### src/rtl/pipeline_stage_array_if.sv
// Handshake, flush and stall bundle for pipeline_stage_array.
// The master side is the surrounding logic; the slave side is the pipeline.
interface pipeline_stage_array_if #(
    parameter int WIDTH  = 32,
    parameter int STAGES = 4,
    parameter int CNT_W  = 3
);
    logic              in_valid_i;
    logic [WIDTH-1:0]  in_data_i;
    logic              in_ready_o;
    logic              out_valid_o;
    logic [WIDTH-1:0]  out_data_o;
    logic              out_ready_i;
    logic [STAGES-1:0] flush_i;
    logic              stall_all_i;
    logic [CNT_W-1:0]  occupancy_o;

    modport master (
        output in_valid_i, in_data_i, out_ready_i, flush_i, stall_all_i,
        input  in_ready_o, out_valid_o, out_data_o, occupancy_o
    );

    modport slave (
        input  in_valid_i, in_data_i, out_ready_i, flush_i, stall_all_i,
        output in_ready_o, out_valid_o, out_data_o, occupancy_o
    );
endinterface

### src/rtl/pipeline_stage_array.sv
// Valid/ready register pipeline with per-stage flush and a global stall.
// Define PIPE_BUBBLE_COLLAPSE_EN to let empty stages fill while the output is blocked.
module pipeline_stage_array #(
    parameter int WIDTH  = 32,
    parameter int STAGES = 4,
    parameter int CNT_W  = 3
) (
    input logic                   clk_i,
    input logic                   rst_i,
    pipeline_stage_array_if.slave bus
);
    logic [STAGES-1:0] valid_q;
    logic [STAGES-1:0] valid_d;
    logic [WIDTH-1:0]  data_q [STAGES];
    logic [WIDTH-1:0]  data_d [STAGES];
    logic [STAGES-1:0] ev;
    logic [STAGES-1:0] en;
    logic              chain;
    logic [CNT_W-1:0]  occ;

    assign ev = valid_q & ~bus.flush_i;

    // A scalar carries the enable down the chain so the vector never feeds itself.
    always_comb begin
        en    = '0;
        chain = ~ev[STAGES-1] | bus.out_ready_i;
        en[STAGES-1] = chain;
`ifdef PIPE_BUBBLE_COLLAPSE_EN
        for (int i = STAGES - 2; i >= 0; i--) begin
            chain = ~ev[i] | chain;
            en[i] = chain;
        end
`else
        for (int i = 0; i < STAGES - 1; i++) begin
            en[i] = chain;
        end
`endif
    end

    always_comb begin
        valid_d = valid_q;
        for (int i = 0; i < STAGES; i++) begin
            data_d[i] = data_q[i];
        end
        if (!bus.stall_all_i) begin
            valid_d = ev;
            if (en[0]) begin
                valid_d[0] = bus.in_valid_i;
                if (bus.in_valid_i) begin
                    data_d[0] = bus.in_data_i;
                end
            end
            for (int i = 1; i < STAGES; i++) begin
                if (en[i]) begin
                    valid_d[i] = ev[i-1];
                    if (ev[i-1]) begin
                        data_d[i] = data_q[i-1];
                    end
                end
            end
        end
    end

    // Occupancy counts raw registered valids, so a pending flush is still counted.
    always_comb begin
        occ = '0;
        for (int i = 0; i < STAGES; i++) begin
            occ = occ + CNT_W'(valid_q[i]);
        end
    end

    always_ff @(posedge clk_i or posedge rst_i) begin
        if (rst_i) begin
            valid_q <= '0;
            for (int i = 0; i < STAGES; i++) begin
                data_q[i] <= '0;
            end
        end else begin
            valid_q <= valid_d;
            for (int i = 0; i < STAGES; i++) begin
                data_q[i] <= data_d[i];
            end
        end
    end

    assign bus.in_ready_o  = en[0] & ~bus.stall_all_i;
    assign bus.out_valid_o = ev[STAGES-1] & ~bus.stall_all_i;
    assign bus.out_data_o  = data_q[STAGES-1];
    assign bus.occupancy_o = occ;
endmodule

### src/flat_wrapper.sv
// flat-port wrapper written by rule: the top's interface ports become plain ports
module pipeline_stage_array_flat 
#(
    parameter int WIDTH  = 32,
    parameter int STAGES = 4,
    parameter int CNT_W  = 3
)
  (clk_i, rst_i, bus_in_valid_i, bus_in_data_i, bus_out_ready_i, bus_flush_i, bus_stall_all_i, bus_in_ready_o, bus_out_valid_o, bus_out_data_o, bus_occupancy_o);
  pipeline_stage_array_if #(.WIDTH(WIDTH), .STAGES(STAGES), .CNT_W(CNT_W)) bus_i ();
  input logic clk_i;
  input logic rst_i;
  input wire logic [$bits(bus_i.in_valid_i)-1:0] bus_in_valid_i;
  input wire logic [$bits(bus_i.in_data_i)-1:0] bus_in_data_i;
  input wire logic [$bits(bus_i.out_ready_i)-1:0] bus_out_ready_i;
  input wire logic [$bits(bus_i.flush_i)-1:0] bus_flush_i;
  input wire logic [$bits(bus_i.stall_all_i)-1:0] bus_stall_all_i;
  output wire logic [$bits(bus_i.in_ready_o)-1:0] bus_in_ready_o;
  output wire logic [$bits(bus_i.out_valid_o)-1:0] bus_out_valid_o;
  output wire logic [$bits(bus_i.out_data_o)-1:0] bus_out_data_o;
  output wire logic [$bits(bus_i.occupancy_o)-1:0] bus_occupancy_o;
  assign bus_i.in_valid_i = bus_in_valid_i;
  assign bus_i.in_data_i = bus_in_data_i;
  assign bus_i.out_ready_i = bus_out_ready_i;
  assign bus_i.flush_i = bus_flush_i;
  assign bus_i.stall_all_i = bus_stall_all_i;
  assign bus_in_ready_o = bus_i.in_ready_o;
  assign bus_out_valid_o = bus_i.out_valid_o;
  assign bus_out_data_o = bus_i.out_data_o;
  assign bus_occupancy_o = bus_i.occupancy_o;
  pipeline_stage_array #(.WIDTH(WIDTH), .STAGES(STAGES), .CNT_W(CNT_W)) u_core (.clk_i(clk_i), .rst_i(rst_i), .bus(bus_i));
endmodule
### config.mk
export PLATFORM = sky130hd
export DESIGN_NAME = pipeline_stage_array_flat
export DESIGN_NICKNAME = d
export VERILOG_FILES = /design/src/rtl/pipeline_stage_array_if.sv /design/src/rtl/pipeline_stage_array.sv /design/src/flat_wrapper.sv
export SDC_FILE = /design/constraint.sdc
export NUM_CORES = 1
export LEC_CHECK = 0
export CORE_MARGIN = 1
export CORE_UTILIZATION = 40
export DETAILED_ROUTE_END_ITERATION = 8
export GPL_TIMING_DRIVEN = 1
export MAX_ROUTING_LAYER = met4
export SYNTH_ARGS = -nofsm -noshare
export SYNTH_HDL_FRONTEND = slang
export SYNTH_SLANG_ARGS = --single-unit
### constraint.sdc
create_clock -name clk_i -period 5.6 [get_ports clk_i]
set_input_delay 1.12 -clock clk_i [delete_from_list [all_inputs] [get_ports clk_i]]
set_output_delay 1.12 -clock clk_i [all_outputs]
set_load 0.005 [all_outputs]
==> images/power_grid.png <==
Pins as bars on the die edge. Tap cells in gray.
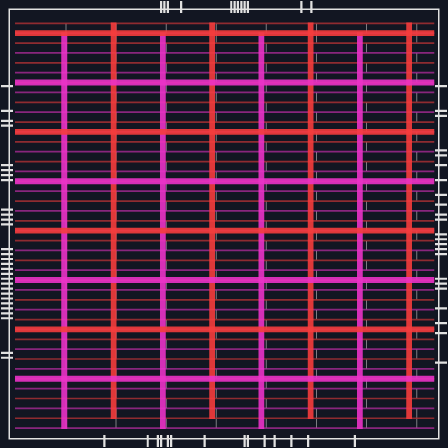
red -> VDD
magenta -> VSS
tap cells = 172
rows = 41
met5 straps = 8
die width: 118 um
maximum vdd ir drop: 0.000190 V
die height: 118 um
CORE AREA: 12900 um2

==> images/placement_by_type.png <==
Bar = 20 um.
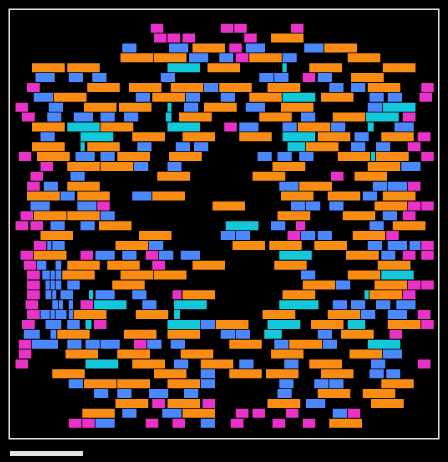
orange -> sequential cells  # cells 132, share of their area 52%
cyan -> clock drivers and dummy loads  # cells 31, share of their area 8.5%
blue -> combinational and other logic  # cells 155, share of their area 27%
magenta -> remaining buffers and delay cells  # cells 79, share of their area 12%
Core Rows: 41
final design utilization: 0.511
final instance area: 6580 um2

==> flow_summary.toml <==
# physical design summary
[run_status]
status = "finished, final reports clean"

[setup_path]
r2r_start = "u_core.valid_q[3]$_DFFE_PP0N_"
arrival_ns = 2.71
critPathRequiredTime_ns = 4.48
r2r_slack_ns = 3.27
crit_type = "input pin to output pin"
cp_max_fo = 5
rr_endpoint = "u_core.data_q[122]$_DFFE_PP0P_"
cp.buffers_inverters = 2
cpPeakStageDelay_ns = 0.49
cp_slowest_cell = "or3b_1"
path_cells = "clkdlybuf4s50_1 > or3b_1 > nor2b_1 > clkdlybuf4s50_1"

[synth]
async_flop_share = 1.00
yosysWarnings = 0
ys_ff = 132
synth_area_um2 = 5370
synth_nets = 378
syn_inst = 334
ys_sh_aoi = 0.00699
xor_share = 0

[global_route]
first_global_vias = 2893
grt_remaining_overflow = 0
grt_pass1_wl_mm = 15.3
use_met3 = 0.0586
antenna_found_initial = 0
grt_max_degree = 94

[drt]
vias_per_cell = 4.75
met1Wirelength_mm = 4.33
wl_mm = 9.08
met3WireLength_um = 551
ant_nets = 0
wl_met2_mm = 4.08
highest_layer = "met4"

[sta]
tightest_slew_ns = 1.05
finalSetupViolCount = 0
fin_crit_sh = 0.683
hold_viol = 0
finClkSkew_ns = 0.00572
rsz0062_at_grt = "false"
fmax_mhz = 261
slew_headroom = 0.302
fin_ws_ns = 1.77
period_needed_ns = 3.83

[layout]
inverters = 4
num-multi-input-gates = 151
flops = 132
fillers = 1075
nNetsFinal = 429
num-clock-buffers = 26
area_delta_synth_final_pct = 22.5
lay_top_count = "dfrtp_1"
comb_area_share = 0.261
combGateArea_um2 = 1720
clock_area_frac = 0.0819
lay_top_cells = "dfrtp_1 (132), mux2_2 (99), clkdlybuf4s50_1 (77)"

[clock_network]
cts_tree = "yes"
post_cts_buffers = 0
clock-sinks = 132
cts_buffers = 17
h-tree-depth = 4

[pwr]
combinationalPower_uw = 456
power_frac_comb = 0.162
seqPwrFrac = 0.479
power_density_nw_per_um2 = 428
leakagePower_uw = 0.00302
swShare = 0.223

[min_path]
hold_path.startpoint = "u_core.data_q[71]$_DFFE_PP0P_"

[placement]
place_hpwl_mm = 5.39
portBuffers = 77

[floorplanning]
fp-utilization = 0.417
==> images/clk_routes.png <==
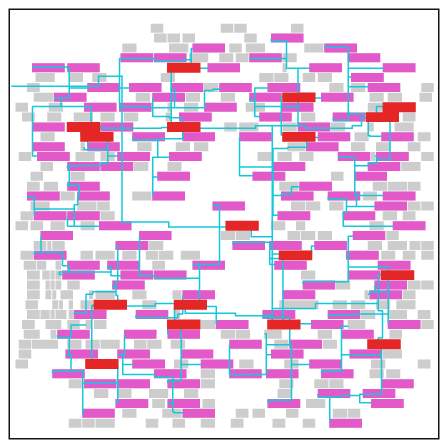
cyan -> clock wires  # length 1650 um
magenta -> flip-flops  # count 132
red -> clock drivers  # count 17
routed clock nets = 18
flops lie = spread over the die
clock group total power: 1010 uW
Clock power frac: 0.359

==> images/flops_by_reg.png <==
Other cells in gray.
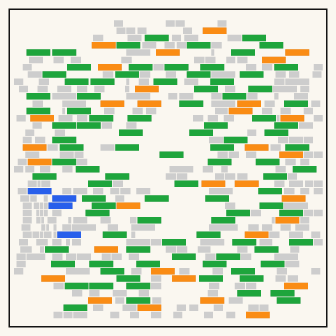
blue -> u_core.valid_q  # placed flops 4, where left middle
green -> u_core.data_q  # placed flops 96, where spread over the die
orange -> u_core.bus.out_data_o  # placed flops 32, where spread over the die
Seq/total area: 0.502
Reg area: 3300 um2

[sequential cells by signal, indices dropped and copies added (netlist names)]
name                   flops
u_core.valid_q             4
u_core.data_q             96
u_core.bus.out_data_o     32
[how the worst max path moves through the flow]
stage,endpoint,from,depth (start not counted)
final,bus_in_ready_o,bus_out_ready_i,4
after global routing,bus_in_ready_o,bus_out_ready_i,4
after global placement,bus_in_ready_o,bus_out_ready_i,4
after CTS,bus_in_ready_o,bus_out_ready_i,4
after detailed placement,bus_in_ready_o,bus_out_ready_i,4
after floorplan,u_core.bus.out_data_o[0]$_DFFE_PP0P_,rst_i,1
[stage by stage]
stage / area (um2) / hold slack (ns)
after floorplan: 5370 / 0.475
after global placement: 6040 / 0.481
after detailed placement: 6040 / 0.488
after CTS: 6580 / 0.502
after global routing: 6580 / 0.506
final: 6580 / 0.495
Power is estimated from default activity; no workload was simulated.
